==> images/gates.png <==
Drawn at 6 px/um.
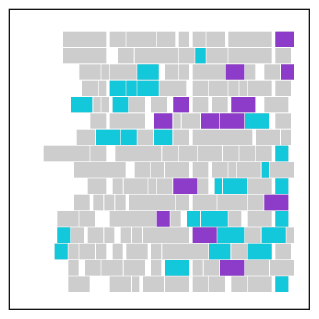
==> images/closeup.png <==
Region (25, 25) to (50, 50) um. Cells in grey, sequential cells in the stronger grey; small squares are vias.
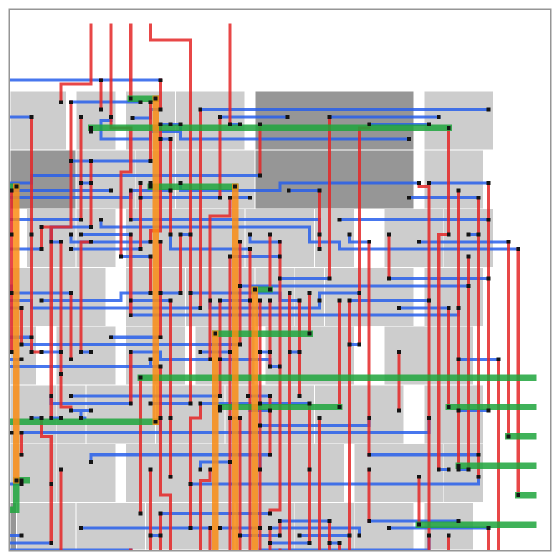
==> images/ff_map.png <==
Drawn at 10 px/um. Other sequential cells in the stronger grey, the rest of the logic in the fainter grey.
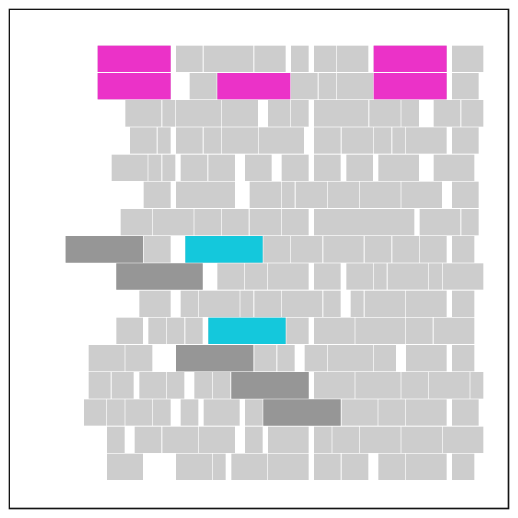
==> images/m1.png <==
Drawn at 6 px/um.
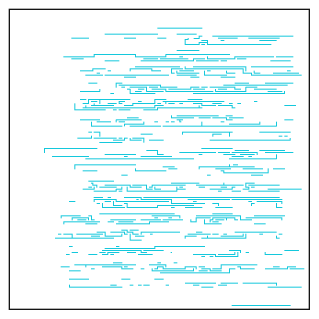
[src/rtl/alu_sequencer.sv]
// ALU sequencer: IDLE -> EXEC (1/MUL_CYCLES/DIV_CYCLES) -> WRITE.
// Optional macro ALU_SEQ_ILLEGAL_TRAP_EN enables the illegal-opcode err pulse.
module alu_sequencer #(
    parameter int MUL_CYCLES = 16,
    parameter int DIV_CYCLES = 32
) (
    input  logic        clock,
    input  logic        clear,
    input  logic        start,
    input  logic [4:0]  opcode,
    output logic [12:0] op_sel,
    output logic [4:0]  step,
    output logic        Zlow_in,
    output logic        Zhigh_in,
    output logic        busy,
    output logic        done,
    output logic        err
);

    localparam logic [1:0] S_IDLE  = 2'd0;
    localparam logic [1:0] S_EXEC  = 2'd1;
    localparam logic [1:0] S_WRITE = 2'd2;

    localparam logic [4:0] MUL_LAST = 5'(MUL_CYCLES - 1);
    localparam logic [4:0] DIV_LAST = 5'(DIV_CYCLES - 1);

    logic [1:0]  state;
    logic [4:0]  op_q;
    logic [4:0]  step_q;
    logic [12:0] dec_in;
    logic [12:0] dec_q;
    logic [4:0]  last;
    logic        legal;

    function automatic logic [12:0] decode(input logic [4:0] op);
        logic [12:0] d;
        d = '0;
        case (op)
            5'b00011: d[0]  = 1'b1;
            5'b00100: d[1]  = 1'b1;
            5'b01111: d[2]  = 1'b1;
            5'b10000: d[3]  = 1'b1;
            5'b01010: d[4]  = 1'b1;
            5'b01011: d[5]  = 1'b1;
            5'b00101: d[6]  = 1'b1;
            5'b00110: d[7]  = 1'b1;
            5'b00111: d[8]  = 1'b1;
            5'b01000: d[9]  = 1'b1;
            5'b01001: d[10] = 1'b1;
            5'b10001: d[11] = 1'b1;
            5'b10010: d[12] = 1'b1;
            default:  d     = '0;
        endcase
        return d;
    endfunction

    // Decode incoming and latched opcodes; pick the final EXEC step index.
    always_comb begin
        dec_in = decode(opcode);
        dec_q  = decode(op_q);
        legal  = |dec_in;
        last   = '0;
        if (dec_q[2])
            last = MUL_LAST;
        else if (dec_q[3])
            last = DIV_LAST;
    end

    // Main FSM: accept in IDLE, count EXEC steps, single WRITE cycle.
    always_ff @(posedge clock) begin
        if (clear) begin
            state  <= S_IDLE;
            op_q   <= '0;
            step_q <= '0;
        end else begin
            case (state)
                S_IDLE: begin
                    step_q <= '0;
                    if (start && legal) begin
                        op_q  <= opcode;
                        state <= S_EXEC;
                    end
                end
                S_EXEC: begin
                    if (step_q == last)
                        state <= S_WRITE;
                    else
                        step_q <= step_q + 5'd1;
                end
                S_WRITE: begin
                    state  <= S_IDLE;
                    step_q <= '0;
                end
                default: begin
                    state  <= S_IDLE;
                    step_q <= '0;
                end
            endcase
        end
    end

`ifdef ALU_SEQ_ILLEGAL_TRAP_EN
    logic err_q;

    // One-cycle err pulse after an illegal request seen in IDLE.
    always_ff @(posedge clock) begin
        if (clear)
            err_q <= 1'b0;
        else
            err_q <= (state == S_IDLE) && start && !legal;
    end

    assign err = err_q;
`else
    assign err = 1'b0;
`endif

    assign busy     = (state != S_IDLE);
    assign op_sel   = busy ? dec_q : 13'd0;
    assign step     = step_q;
    assign done     = (state == S_WRITE);
    assign Zlow_in  = done;
    assign Zhigh_in = done && (dec_q[2] || dec_q[3]);

endmodule

[config.mk]
export PLATFORM = sky130hd
export DESIGN_NAME = alu_sequencer
export DESIGN_NICKNAME = d
export VERILOG_FILES = /design/src/rtl/alu_sequencer.sv
export SDC_FILE = /design/constraint.sdc
export NUM_CORES = 1
export LEC_CHECK = 0
export CAP_MARGIN = 20
export CORE_MARGIN = 2
export CORE_UTILIZATION = 39
export CTS_CLUSTER_DIAMETER = 60
export CTS_CLUSTER_SIZE = 8
export DETAILED_ROUTE_END_ITERATION = 12
export PLACE_DENSITY = 0.83
export SYNTH_ARGS = -nofsm -noshare
export SYNTH_HDL_FRONTEND = slang
export SYNTH_SLANG_ARGS = --single-unit
[constraint.sdc]
create_clock -name clock -period 1.7 [get_ports clock]
set_input_delay 0.425 -clock clock [delete_from_list [all_inputs] [get_ports clock]]
set_output_delay 0.425 -clock clock [all_outputs]
set_load 0.02 [all_outputs]
==> qor.json <==
{
  "cells_and_area": {
    "n_antenna_cell": 0,
    "fillerInstances": 101,
    "clk_share": 0.0237,
    "largest_cell_class": "multi-input combinational cells",
    "post_route_cells_drive_above_1_share": 0.576,
    "area.sequential_sq_um": 251,
    "seq_cells": 12,
    "buffers_excl_clock": 58,
    "final-comb-area_sq_um": 682
  },
  "critical_path": {
    "crit-reg2reg-capture": "step[1]$_SDFFE_PP0P_",
    "worstReg2RegStart": "op_q[4]$_SDFFE_PP0P_",
    "setup.worst_path.end_class": "output pin",
    "reg2reg_slack_ns": -0.12
  },
  "synth": {
    "enable_flop_cells": 0,
    "post_synth_inst_count": 109,
    "post_synth_and_or_nand_nor_area_fraction": 0.440,
    "fp_nets": 118,
    "yosys_most_used_dff": "dfxtp_1",
    "ys_top_cells_by_count": "12 x dfxtp_1, 12 x nor2_1, 10 x a21oi_1, 10 x nand2_1, 7 x o21ai_0"
  },
  "die": {
    "row_count": 16,
    "nWellTaps": 27
  },
  "clock_network": {
    "htree_levels": 1,
    "clk_pin_slew_ns": 0.08,
    "clock_path_buffers": 2,
    "hold_buffers": 0
  },
  "status": {
    "run_status": "finished with violations",
    "violations": "negative setup slack"
  },
  "hold_path": {
    "worst_hold_path.endpoint": "op_q[0]$_SDFFE_PP0P_"
  },
  "sta": {
    "setup_ws_ns": -0.213,
    "final_count_of_negative_setup_slack_endpoints": 21
  },
  "power": {
    "ir_worst_vdd_uv": 573
  },
  "grt": {
    "globalRouteTotalUtil": 0.205,
    "pin_count_of_the_biggest_net_entering_global_routing": 9
  },
  "detailed_routing": {
    "drcViolationCount": 0,
    "drt_iter0_drc": 27
  }
}
Back to the opening pictures, gates.png:
colour	family	cells
purple	and/or cells	13
cyan	nor cells	27

Back to the opening pictures, closeup.png:
colour	layer
red	M2
orange	M4
blue	M1
green	M3
netlist names of flops here include	step (2)
most frequent	buf_4 (13), buf_6 (4), dlygate4sd2_1 (4)
sequential cells in the window	2
cells with their middle in the window	49

Back to the opening pictures, ff_map.png:
colour	name in the netlist	flops
magenta	step	5
cyan	state	2
not coloured	5
flop share of the area: 0.164
Power Sequential: 0.000296 W
share of the core filled with cells in the final layout: 0.780

Back to the opening pictures, m1.png:
wire length on this layer	1270 um
nets with wire on the layer	158
share of all routed wire	41%
main direction	horizontal

[routing by layer]
metal  global-route usage  part of all wire  up-vias
li1                     -                 -      498
met1                0.246              0.41      530
met2                0.373              0.51       41
met3               0.0242             0.052       10
met4               0.0694             0.025        0
met5                    0                 0        -
[where the power goes]
group          switching, W  internal (W)
Clock             0.0000979      0.000130
Sequential       0.00000763      0.000288
Combinational     0.0000829     0.0000900
Total              0.000188      0.000509
[how the worst max path moves through the flow]
stage                                 to  slack, ns  depth (start not counted)
floorplan           step[0]$_SDFFE_PP0P_      -0.05                          7
global placement               op_sel[5]      -0.41                          4
detailed placement             op_sel[5]      -0.42                          4
CTS                             Zhigh_in      -0.15                          4
global route                   op_sel[8]      -0.23                          4
finish                         op_sel[8]      -0.21                          4
[cell usage in the layout, fill, tap and decap left out, types with 5 or more instances in the layout]
cell             instances
nor2_2                   5
a21oi_1                  8
dfxtp_1                  5
clkdlybuf4s50_1          7
buf_6                   15
nand3_1                  5
nor2_4                   6
o21ai_0                  6
nand2_1                  8
buf_4                   30
dfxtp_2                  6
[timing repair]
action	4_1_cts	5_1_grt
pin swaps	16	8
setup buffers	3	2
endpoints found under the setup margin	26	25
resized	106	37
[worst reg2reg max path, delay by kind of cell (launching register included)]
kind	cells	cell delay, ns
simple gates	4	1.07
flops	1	0.36
mux	1	0.18
buf+inv	1	0.15
[metrics by stage]
stage	std cells	area (sq um)	setup slack, ns	setup TNS [ns]	total power (W)
after floorplan	109	866	-0.0494	-0.125	0.000370
after CTS	191	1420	-0.148	-1.79	0.000669
after global placement	184	1330	-0.406	-5.91	0.000432
final	192	1530	-0.213	-2.52	0.000697
after detailed placement	184	1330	-0.416	-6.72	0.000437
after global routing	192	1530	-0.227	-3.38	0.000716
[sequential cells by signal, summed over array words and instances (netlist names)]
name	cells
step	5
state	2
op_q	5
Power figures rest on the tool's default switching activity, not on a simulated workload.
